Figure 1. Zoomed window.
Scale bar: 5 um. Window x 54 to 74, y 54 to 74 um. Cells in grey, sequential cells in the stronger grey; small squares are vias.
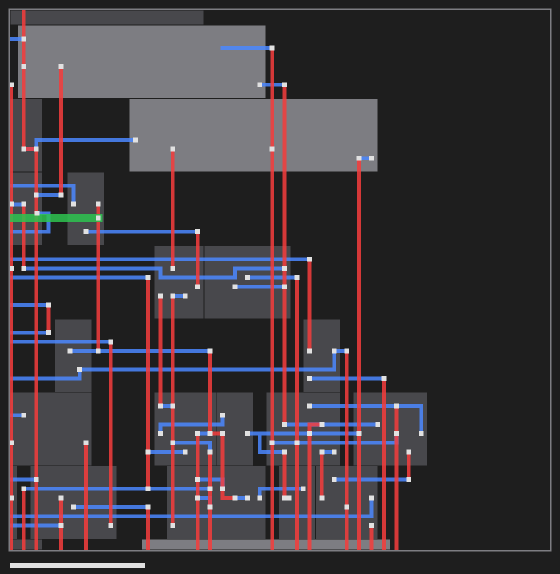
Figure 2. Met1 routing.
Scale bar: 20 um.
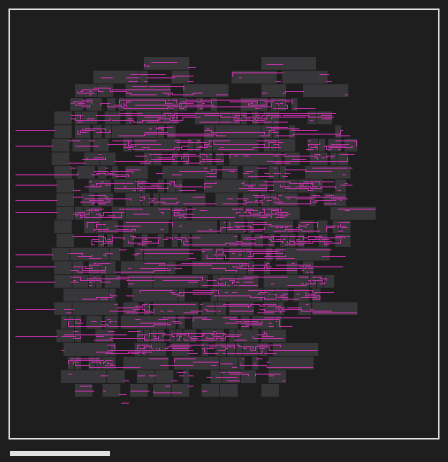
### src/rtl/symbol_pkg.sv
// Shared definitions for the symbol sequencer: FSM state encoding,
// symbol width and default parameter values.
package symbol_pkg;

  localparam int SYM_W      = 4;
  localparam int DEF_DATA_W = 8;
  localparam int DEF_PER_W  = 16;

  typedef enum logic [1:0] {
    IDLE = 2'd0,
    LOAD = 2'd1,
    HOLD = 2'd2
  } state_t;

endpackage

### src/rtl/symbol_timer.sv
// Down-counting symbol timer: loads a start value, decrements to zero and
// stops there, flagging zero combinationally.
module symbol_timer #(
  parameter int W = 16
) (
  input  logic         clk,
  input  logic         rst,
  input  logic         load,
  input  logic [W-1:0] load_val,
  input  logic         dec,
  output logic         zero
);

  logic [W-1:0] value;

  always_ff @(posedge clk or posedge rst) begin
    if (rst) begin
      value <= '0;
    end else if (load) begin
      value <= load_val;
    end else if (dec && (value != '0)) begin
      // NOTE: sequential state is always written with <= so every reader
      // in the same edge sees the pre-edge value.
      value <= value - 1'b1;
    end
  end

  assign zero = (value == '0);

endmodule

### src/rtl/symbol_sequencer.sv
// Splits each accepted word into 4-bit symbols, MSB nibble first, and
// presents each one on msb/cnt for sym_period cycles with a load strobe.
module symbol_sequencer
  import symbol_pkg::*;
#(
  parameter int DATA_W = DEF_DATA_W,
  parameter int PER_W  = DEF_PER_W
) (
  input  logic              clk,
  input  logic              rst,
  input  logic              in_valid,
  output logic              in_ready,
  input  logic [DATA_W-1:0] in_data,
  input  logic [PER_W-1:0]  sym_period,
  output logic              msb,
  output logic [2:0]        cnt,
  output logic              load,
  output logic              tx_en,
  output logic              done
);

  localparam int NSYM  = DATA_W / SYM_W;
  localparam int IDX_W = (NSYM > 1) ? $clog2(NSYM) : 1;
  localparam logic [IDX_W-1:0] LAST_IDX = IDX_W'(NSYM - 1);

  state_t             state, state_nxt;
  logic [DATA_W-1:0]  data_q;
  logic [PER_W-1:0]   reload_q;
  logic [PER_W-1:0]   in_reload;
  logic [PER_W-1:0]   t_load_val;
  logic [IDX_W-1:0]   idx;
  logic [SYM_W-1:0]   sym_q;
  logic               accept, t_zero, t_load, sym_end, last;

  function automatic logic [SYM_W-1:0] nibble(input logic [DATA_W-1:0] d,
                                              input int pos);
    return d[pos*SYM_W +: SYM_W];
  endfunction

  // The timer holds P-1 during a symbol's LOAD cycle, so a zero period
  // collapses to a one-cycle symbol.
  assign in_reload  = (sym_period == '0) ? '0 : sym_period - PER_W'(1);
  assign in_ready   = (state == IDLE);
  assign accept     = in_valid && in_ready;
  assign last       = (idx == LAST_IDX);
  assign sym_end    = (state != IDLE) && t_zero;
  assign t_load     = accept || (sym_end && !last);
  assign t_load_val = accept ? in_reload : reload_q;

  symbol_timer #(.W(PER_W)) u_timer (
    .clk      (clk),
    .rst      (rst),
    .load     (t_load),
    .load_val (t_load_val),
    .dec      (state != IDLE),
    .zero     (t_zero)
  );

  always_ff @(posedge clk or posedge rst) begin
    if (rst) state <= IDLE;
    else     state <= state_nxt;
  end

  always_comb begin
    // NOTE: every output of this block gets a default first, so no path
    // leaves a signal unassigned and no latch is inferred.
    state_nxt = state;
    load      = 1'b0;
    tx_en     = 1'b0;
    done      = 1'b0;
    case (state)
      IDLE: if (accept) state_nxt = LOAD;
      LOAD, HOLD: begin
        load  = (state == LOAD);
        tx_en = 1'b1;
        if (t_zero) begin
          done      = last;
          state_nxt = last ? IDLE : LOAD;
        end else begin
          state_nxt = HOLD;
        end
      end
      default: state_nxt = IDLE;
    endcase
  end

  always_ff @(posedge clk or posedge rst) begin
    if (rst) begin
      data_q   <= '0;
      reload_q <= '0;
      idx      <= '0;
      sym_q    <= '0;
    end else if (accept) begin
      data_q   <= in_data;
      reload_q <= in_reload;
      idx      <= '0;
      sym_q    <= in_data[DATA_W-1 -: SYM_W];
    end else if (sym_end) begin
      if (last) begin
        idx   <= '0;
        sym_q <= '0;
      end else begin
        idx   <= idx + 1'b1;
        sym_q <= nibble(data_q, int'(LAST_IDX) - int'(idx) - 1);
      end
    end
  end

  assign msb = sym_q[3];
  assign cnt = sym_q[2:0];

endmodule

### config.mk
export PLATFORM = sky130hd
export DESIGN_NAME = symbol_sequencer
export DESIGN_NICKNAME = d
export VERILOG_FILES = /design/src/rtl/symbol_pkg.sv /design/src/rtl/symbol_timer.sv /design/src/rtl/symbol_sequencer.sv
export SDC_FILE = /design/constraint.sdc
export NUM_CORES = 1
export LEC_CHECK = 0
export CORE_MARGIN = 8
export CORE_UTILIZATION = 50
export DETAILED_ROUTE_END_ITERATION = 8
export PLACE_DENSITY = 0.86
export RECOVER_POWER = 25
export SKIP_CTS_REPAIR_TIMING = 1
export SYNTH_ARGS = -nofsm -noshare
export SYNTH_HDL_FRONTEND = slang
export SYNTH_HIERARCHICAL = 1
export SYNTH_SLANG_ARGS = --single-unit
### constraint.sdc
create_clock -name clk -period 8.5 [get_ports clk]
set_input_delay 1.7 -clock clk [delete_from_list [all_inputs] [get_ports clk]]
set_output_delay 1.7 -clock clk [all_outputs]
set_load 0.1 [all_outputs]
==> GITHUB_STEP_SUMMARY <==
### Flow metrics

| Metric | Value |
|---|---|
| Fillers | 397 |
| Combinational share of cell area | 43.0% |
| Synth Warn # | 6 |
| Wire per inst | 16.3 um |
| Net Count, Synth | 300 |
| Sw Share | 47.4% |
| Post-layout min period | 5.20 ns |
| Rel. slew slack | 33.8% |
| Compound Share, Synth | 16.1% |
| Required time worst endpoint | 6.80 ns |
| Skew-Pair Late Insertion Delay | 0.30 ns |
| # rows | 25 |
| Comb power frac | 49.1% |
| Setup CP Type | reg -> out |
| Htree depth | 2 |
| Top cell type by total area after synthesis | dfrtp_1 |
| Die width | 85.5 um |
| Adders+Majority by Area | 2.59% |
| Yosys cell count | 268 |
| Maximum clock path buffer count | 2 |
| Cell Int Power | 561 uW |
| Fraction of the yosys area taken by sequential cells | 44.6% |
| CTS tree | yes |
| Init Core Util | 51.4% |
| Design area | 0.00290 mm^2 |
| Total CTS buffers | 5 |
| Met1 WL | 2.50 mm |
| Clock buf/inv share | 4.05% |
| Most common library cells after synthesis | 51 x nand2_1, 43 x dfrtp_1, 22 x nor2_1, 21 x o21ai_0, 13 x inv_1 |
| CP endpoint kind | primary output |
| Largest net degree at the start of global routing | 28 |
| Tool warnings | 28 |
| Kind of cell adding the most delay to the critical path | buffers and inverters |
| Slew @ Worst Pin | 0.992 ns |
| Area of the mapped netlist | 0.00241 mm^2 |
| Synthesized instance count | 268 |
| Top Layout Cells | 51 x nand2_1, 43 x dfrtp_1, 32 x clkdlybuf4s50_1 |
| Main flop type | dfrtp_1 |
| Met2 WL | 2.87 mm |
| Critical path fanouts, max | 7 |
| Final Setup Violations | 0 |
| WHS Path Cells | 2 |
| Dominant logic cell type in the layout | nand2_1 |
| Lkg Pwr | 1.21 nW |
| Hpwl dp | 4.43 mm |
| # DRC | 0 |
| DRT iter0 DRCs | 199 |
| Met1 Usage GRT | 20.3% |
| Fin Setup TNS | 0 ns |
| Net switching power | 505 uW |
| Fmax | 192 MHz |
| GRT Overall Usage | 17.0% |
| Clock Skew | 0.00742 ns |
| FFs & Latches | 43 |
| Status | finished clean |
| Flip-flops with a built-in enable | 0 |
| Crit-path max cell delay | 1.13 ns |
| Top routing layer used | met4 |
| Placed insts | 349 |
| Grt total ovfl | 0 |
| Reg clk slew, reported paths | 0.08 ns |
| Area leader share | 44.6% |
| Final Hold Fails | 0 |
About Figure 1:
legend:
  red:
    layer: metal 2
  green:
    layer: metal 3
  blue:
    layer: metal 1
netlist names of flops here include: u_timer/value (2)
cells with their middle in the window: 17
sequential cells in the window: 2

About Figure 2:
main direction: horizontal
longest straight run: 32.2 um
nets with wire on the layer: 306
wire length on this layer: 2500 um

[flip-flops by register name, indices dropped and copies added (netlist names)]
name,cells
sym_q,4
idx,1
state,2
data_q,4
u_timer/value,16
reload_q,16
[cell families (layout without fill, tap and decap cells)]
kind of cell             Yosys count  in the layout
buffers and inverters             21             56
AND/OR/NAND/NOR                  126            126
flip-flops                        43             43
multiplexers                       1              1
AND-OR/OR-AND                     58             58
XOR/XNOR                          14             14
adder cells (fa/ha/maj)            5              5
[metrics by stage]
step                utilization (%)  hold WS [ns]  power, mW
floorplan                         -         0.439      0.764
detailed placement             59.4         0.467      0.896
CTS                            61.9         0.487       1.06
global route                   61.9         0.521       1.13
global placement               59.4         0.459      0.874
finish                         61.9         0.483       1.07
No activity file was given, so power comes from the tool's default toggle rates.
